--- config.mk ---
export PLATFORM = sky130hd
export DESIGN_NAME = multicycle_control
export DESIGN_NICKNAME = d
export VERILOG_FILES = /design/src/rtl/ctrl_pkg.sv /design/src/rtl/ctrl_decode.sv /design/src/rtl/multicycle_control.sv
export SDC_FILE = /design/constraint.sdc
export NUM_CORES = 1
export LEC_CHECK = 0
export ABC_AREA = 1
export CAP_MARGIN = 20
export CORE_MARGIN = 2
export CORE_UTILIZATION = 45
export DETAILED_ROUTE_END_ITERATION = 10
export PLACE_DENSITY = 0.8
export SYNTH_ARGS = -nofsm -noshare
export SYNTH_HDL_FRONTEND = slang
export SYNTH_SLANG_ARGS = --single-unit
--- constraint.sdc ---
create_clock -name clk -period 4.4 [get_ports clk]
set_input_delay 0.44 -clock clk [delete_from_list [all_inputs] [get_ports clk]]
set_output_delay 0.44 -clock clk [all_outputs]
set_load 0.01 [all_outputs]
--- src/rtl/ctrl_pkg.sv ---
// Shared definitions for the multi-cycle control unit: opcode map, FSM states,
// instruction classes, ALU operation codes and trap causes.
package ctrl_pkg;

    // Opcode map (4-bit architectural opcodes)
    localparam logic [3:0] OP_JMP = 4'b0000;
    localparam logic [3:0] OP_ADC = 4'b0001;
    localparam logic [3:0] OP_XOR = 4'b0010;
    localparam logic [3:0] OP_SBR = 4'b0011;
    localparam logic [3:0] OP_ROR = 4'b0100;
    localparam logic [3:0] OP_TAT = 4'b0101;
    localparam logic [3:0] OP_OR  = 4'b0110;
    localparam logic [3:0] OP_ILL = 4'b0111;
    localparam logic [3:0] OP_AND = 4'b1000;
    localparam logic [3:0] OP_LDC = 4'b1001;
    localparam logic [3:0] OP_BCC = 4'b1010;
    localparam logic [3:0] OP_BNE = 4'b1011;
    localparam logic [3:0] OP_LDI = 4'b1100;
    localparam logic [3:0] OP_STT = 4'b1101;
    localparam logic [3:0] OP_LDA = 4'b1110;
    localparam logic [3:0] OP_STA = 4'b1111;

    // ALU operation codes
    localparam logic [2:0] ALU_ADC = 3'b000;
    localparam logic [2:0] ALU_SBR = 3'b001;
    localparam logic [2:0] ALU_ROR = 3'b100;
    localparam logic [2:0] ALU_XOR = 3'b101;
    localparam logic [2:0] ALU_OR  = 3'b110;
    localparam logic [2:0] ALU_AND = 3'b111;

    // Trap causes
    localparam logic [1:0] TRAP_NONE    = 2'b00;
    localparam logic [1:0] TRAP_ILLEGAL = 2'b01;
    localparam logic [1:0] TRAP_TIMEOUT = 2'b10;

    // PC source selects
    localparam logic [1:0] SRC_PC_INC = 2'b00;
    localparam logic [1:0] SRC_PC_VEC = 2'b01;

    typedef enum logic [2:0] {
        ST_FETCH,
        ST_DECODE,
        ST_MEM,
        ST_WB,
        ST_TRAP
    } state_t;

    typedef enum logic [2:0] {
        CLS_ALU_RD,
        CLS_LOAD,
        CLS_LOADI,
        CLS_STORE_T,
        CLS_STORE_A,
        CLS_REG,
        CLS_BRANCH,
        CLS_ILLEGAL
    } instr_class_t;

    // ALU operation for an ALU-class or ROR opcode; ADC for anything else
    function automatic logic [2:0] alu_code(input logic [3:0] op);
        logic [2:0] code;
        case (op)
            OP_SBR:  code = ALU_SBR;
            OP_XOR:  code = ALU_XOR;
            OP_OR:   code = ALU_OR;
            OP_AND:  code = ALU_AND;
            OP_ROR:  code = ALU_ROR;
            default: code = ALU_ADC;
        endcase
        return code;
    endfunction

endpackage

--- src/rtl/ctrl_decode.sv ---
// Combinational classifier: latched opcode -> instruction class.
module ctrl_decode
    import ctrl_pkg::*;
#(
    parameter int unsigned OPCODE_W = 4
) (
    input  logic [OPCODE_W-1:0] opcode_q,
    output instr_class_t        instr_class
);

    logic [3:0] op_lo;
    logic       upper_zero;

    // Any set bit above the 4-bit opcode space makes the word illegal
    assign op_lo      = 4'(opcode_q);
    assign upper_zero = ((opcode_q >> 4) == '0);

    // Map the 4-bit opcode onto its execution class
    always_comb begin
        instr_class = CLS_ILLEGAL;
        if (upper_zero) begin
            case (op_lo)
                OP_ADC, OP_XOR, OP_SBR,
                OP_OR, OP_AND:          instr_class = CLS_ALU_RD;
                OP_LDC, OP_LDA:         instr_class = CLS_LOAD;
                OP_LDI:                 instr_class = CLS_LOADI;
                OP_STT:                 instr_class = CLS_STORE_T;
                OP_STA:                 instr_class = CLS_STORE_A;
                OP_ROR, OP_TAT:         instr_class = CLS_REG;
                OP_JMP, OP_BCC, OP_BNE: instr_class = CLS_BRANCH;
                default:                instr_class = CLS_ILLEGAL;
            endcase
        end
    end

endmodule

--- src/rtl/multicycle_control.sv ---
// Multi-cycle FETCH/DECODE/MEM/WB control unit with memory handshakes,
// illegal-opcode and memory-timeout traps, and a retired-instruction counter.
module multicycle_control
    import ctrl_pkg::*;
#(
    parameter int unsigned OPCODE_W    = 4,
    parameter int unsigned ALU_OP_W    = 3,
    parameter int unsigned MEM_TIMEOUT = 16,
    parameter int unsigned CNT_W       = 16
) (
    input  logic                clk,
    input  logic                rst_n,
    input  logic                imem_ready,
    input  logic [OPCODE_W-1:0] opcode,
    input  logic                dmem_ready,
    input  logic                flag_c,
    input  logic                flag_z,
    output logic                ir_load,
    output logic                pc_en,
    output logic [1:0]          src_pc,
    output logic [ALU_OP_W-1:0] alu_op,
    output logic                wr_t,
    output logic                wr_a,
    output logic                src_a,
    output logic                wr_dmem,
    output logic                rd_dmem,
    output logic                src_adr,
    output logic                src_data,
    output logic                busy,
    output logic                trap,
    output logic [1:0]          trap_cause,
    output logic [CNT_W-1:0]    retired
);

    localparam int unsigned       WAIT_W    = $clog2(MEM_TIMEOUT) + 1;
    localparam logic [WAIT_W-1:0] WAIT_LAST = WAIT_W'(MEM_TIMEOUT - 1);

    state_t              state_q, state_d;
    logic [OPCODE_W-1:0] opcode_q;
    logic [WAIT_W-1:0]   wait_q;
    logic [CNT_W-1:0]    retired_q;
    logic [1:0]          cause_q, cause_d;
    logic [3:0]          op_lo;
    instr_class_t        cls;

    assign op_lo      = 4'(opcode_q);
    assign trap_cause = cause_q;
    assign retired    = retired_q;

    ctrl_decode #(
        .OPCODE_W (OPCODE_W)
    ) u_decode (
        .opcode_q    (opcode_q),
        .instr_class (cls)
    );

    // State and trap-cause registers
    always_ff @(posedge clk or negedge rst_n) begin
        if (!rst_n) begin
            state_q <= ST_FETCH;
            cause_q <= TRAP_NONE;
        end else begin
            state_q <= state_d;
            cause_q <= cause_d;
        end
    end

    // Instruction register: capture the opcode on ir_load
    always_ff @(posedge clk or negedge rst_n) begin
        if (!rst_n) begin
            opcode_q <= '0;
        end else if (ir_load) begin
            opcode_q <= opcode;
        end
    end

    // MEM wait counter; held at zero outside MEM so every MEM entry starts fresh
    always_ff @(posedge clk or negedge rst_n) begin
        if (!rst_n) begin
            wait_q <= '0;
        end else if (state_q == ST_MEM) begin
            wait_q <= wait_q + 1'b1;
        end else begin
            wait_q <= '0;
        end
    end

    // Retired-instruction counter, wraps naturally; pc_en never fires in TRAP
    always_ff @(posedge clk or negedge rst_n) begin
        if (!rst_n) begin
            retired_q <= '0;
        end else if (pc_en) begin
            retired_q <= retired_q + 1'b1;
        end
    end

    // Next-state and control-output decode
    always_comb begin
        state_d  = state_q;
        cause_d  = cause_q;
        ir_load  = 1'b0;
        pc_en    = 1'b0;
        src_pc   = SRC_PC_INC;
        alu_op   = '0;
        wr_t     = 1'b0;
        wr_a     = 1'b0;
        src_a    = 1'b0;
        wr_dmem  = 1'b0;
        rd_dmem  = 1'b0;
        src_adr  = 1'b0;
        src_data = 1'b0;
        busy     = 1'b0;
        trap     = 1'b0;

        case (state_q)
            ST_FETCH: begin
                if (imem_ready) begin
                    ir_load = 1'b1;
                    state_d = ST_DECODE;
                end
            end

            ST_DECODE: begin
                busy = 1'b1;
                case (cls)
                    CLS_ALU_RD, CLS_LOAD, CLS_LOADI,
                    CLS_STORE_T, CLS_STORE_A: state_d = ST_MEM;
                    CLS_REG, CLS_BRANCH:      state_d = ST_WB;
                    default: begin
                        state_d = ST_TRAP;
                        cause_d = TRAP_ILLEGAL;
                    end
                endcase
            end

            ST_MEM: begin
                busy = 1'b1;
                case (cls)
                    CLS_ALU_RD, CLS_LOAD: rd_dmem = 1'b1;
                    CLS_LOADI: begin
                        rd_dmem = 1'b1;
                        src_adr = 1'b1;
                    end
                    CLS_STORE_T: begin
                        wr_dmem  = 1'b1;
                        src_adr  = 1'b1;
                        src_data = 1'b1;
                    end
                    CLS_STORE_A: wr_dmem = 1'b1;
                    default: ;
                endcase
                // Completion wins over timeout when both land on the same cycle
                if (dmem_ready) begin
                    if (cls == CLS_STORE_T || cls == CLS_STORE_A) begin
                        pc_en   = 1'b1;
                        state_d = ST_FETCH;
                    end else begin
                        state_d = ST_WB;
                    end
                end else if (wait_q == WAIT_LAST) begin
                    state_d = ST_TRAP;
                    cause_d = TRAP_TIMEOUT;
                end
            end

            ST_WB: begin
                busy    = 1'b1;
                pc_en   = 1'b1;
                state_d = ST_FETCH;
                case (cls)
                    CLS_ALU_RD: begin
                        wr_a   = 1'b1;
                        alu_op = ALU_OP_W'(alu_code(op_lo));
                    end
                    CLS_LOAD, CLS_LOADI: begin
                        wr_a  = 1'b1;
                        src_a = 1'b1;
                    end
                    CLS_REG: begin
                        if (op_lo == OP_ROR) begin
                            wr_a   = 1'b1;
                            alu_op = ALU_OP_W'(ALU_ROR);
                        end else begin
                            wr_t = 1'b1;
                        end
                    end
                    CLS_BRANCH: begin
                        case (op_lo)
                            OP_JMP:  src_pc = SRC_PC_VEC;
                            OP_BCC:  src_pc = flag_c ? SRC_PC_INC : SRC_PC_VEC;
                            OP_BNE:  src_pc = flag_z ? SRC_PC_INC : SRC_PC_VEC;
                            default: src_pc = SRC_PC_INC;
                        endcase
                    end
                    default: ;
                endcase
            end

            ST_TRAP: begin
                trap = 1'b1;
            end

            default: begin
                state_d = ST_FETCH;
            end
        endcase
    end

endmodule

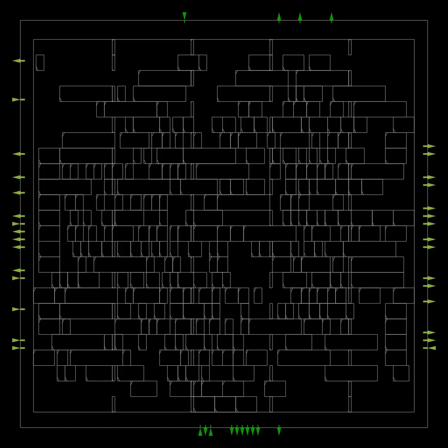
(images/placed.png)
final non-filler cell total: 369
fill count: 388
end-of-flow core utilization: 59.0%
Rows: 24

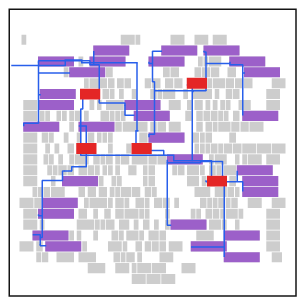
(images/clock_wires.png)
(4 px per um)
- clock wires: blue (length 410 um)
- clock-net drivers: red (count 5)
- flip-flops: purple (count 30)
- routed clock nets: 6

==> ci_impl_report.md <==
### Yosys + OpenROAD results

| Metric | Value |
|---|---|
| Status | finished clean |
| Post-synth EDFFs | 0 |
| Beginning of the worst register-to-register path | op_lo[1]$_DFFE_PN0P_ |
| XORs/XNORs by Area | under 10% |
| P_comb | 0.735 mW |
| Clk. pwr | around 0.23 mW |
| Critical Path End | pc_en |
| Worst Hold Class | reg -> reg |
| Logic cell area | roughly 1100 um2 |
| Fa+ha+maj area frac | roughly 4.3% |
| Post-synth ARST share | 100% |
| MUX share of area | 0% |
| Top cells excl fill/tap | nand2_1 (53), clkdlybuf4s50_1 (42), nand3_1 (34) |
| Commonest Layout Cell | nand2_1 |
| Pre-CTS setup slack | ~1600 ps |
| Post-synth seq share | approximately 37% |
| Clock group share of total power | 16.7% |
| FF-to-FF setup slack | about 2400 ps |
| WP data arrival | about 2700 ps |
| Seq/total area | 29.2% |
| Non-clock buffers, area share | between 10% and 20% |
| H-tree levels | 2 |
| P_seq | just over 0.4 mW |
| Antenna violations before repair | 0 |
| Met3 GRT Util | approximately 4.2% |
| Well-Tap Cells | around 52 |
| Worst Slack Setup Final | approximately 1300 ps |
| CTS tree | built |
| Placed cell areas | 2480 um2 |
| Core footprint | approximately 4400 um2 |
| Largest net degree at the start of global routing | 31 |
| Post-CTS setup buffer count | 0 |
| Share of cells above drive strength 1 | between 10 and 15% |
| Clock buf count | 7 |
| Comb power frac | between 50% and 60% |
| ANT nets after route | 0 |
| RePlAce Congestion | 0.858 |
| Clock network area share | under 10% |
| Critical Path, Cell by Cell | inv_1 -> ha_1 -> inv_1 -> nand2_1 -> nand2_1 -> nand2_1 -> nand2_1 -> nand2_2 -> nand2_2 -> nand3_4 -> nand2_4 -> clkdlybuf4s50_1 |
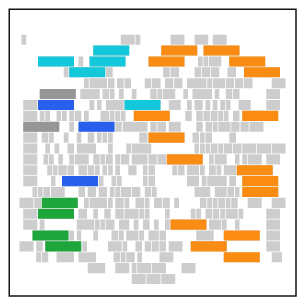
(images/ff_map.png)
(4 px per um) Other sequential cells in the stronger gray, the rest of the logic in the fainter gray.
- `wait_q`: cyan (placed flops 5)
- `retired`: orange (placed flops 16)
- `state_q`: blue (placed flops 3)
- `op_lo`: green (placed flops 4; where south-west)
- not colored: 2

No activity file was given, so power comes from the tool's default toggle rates.
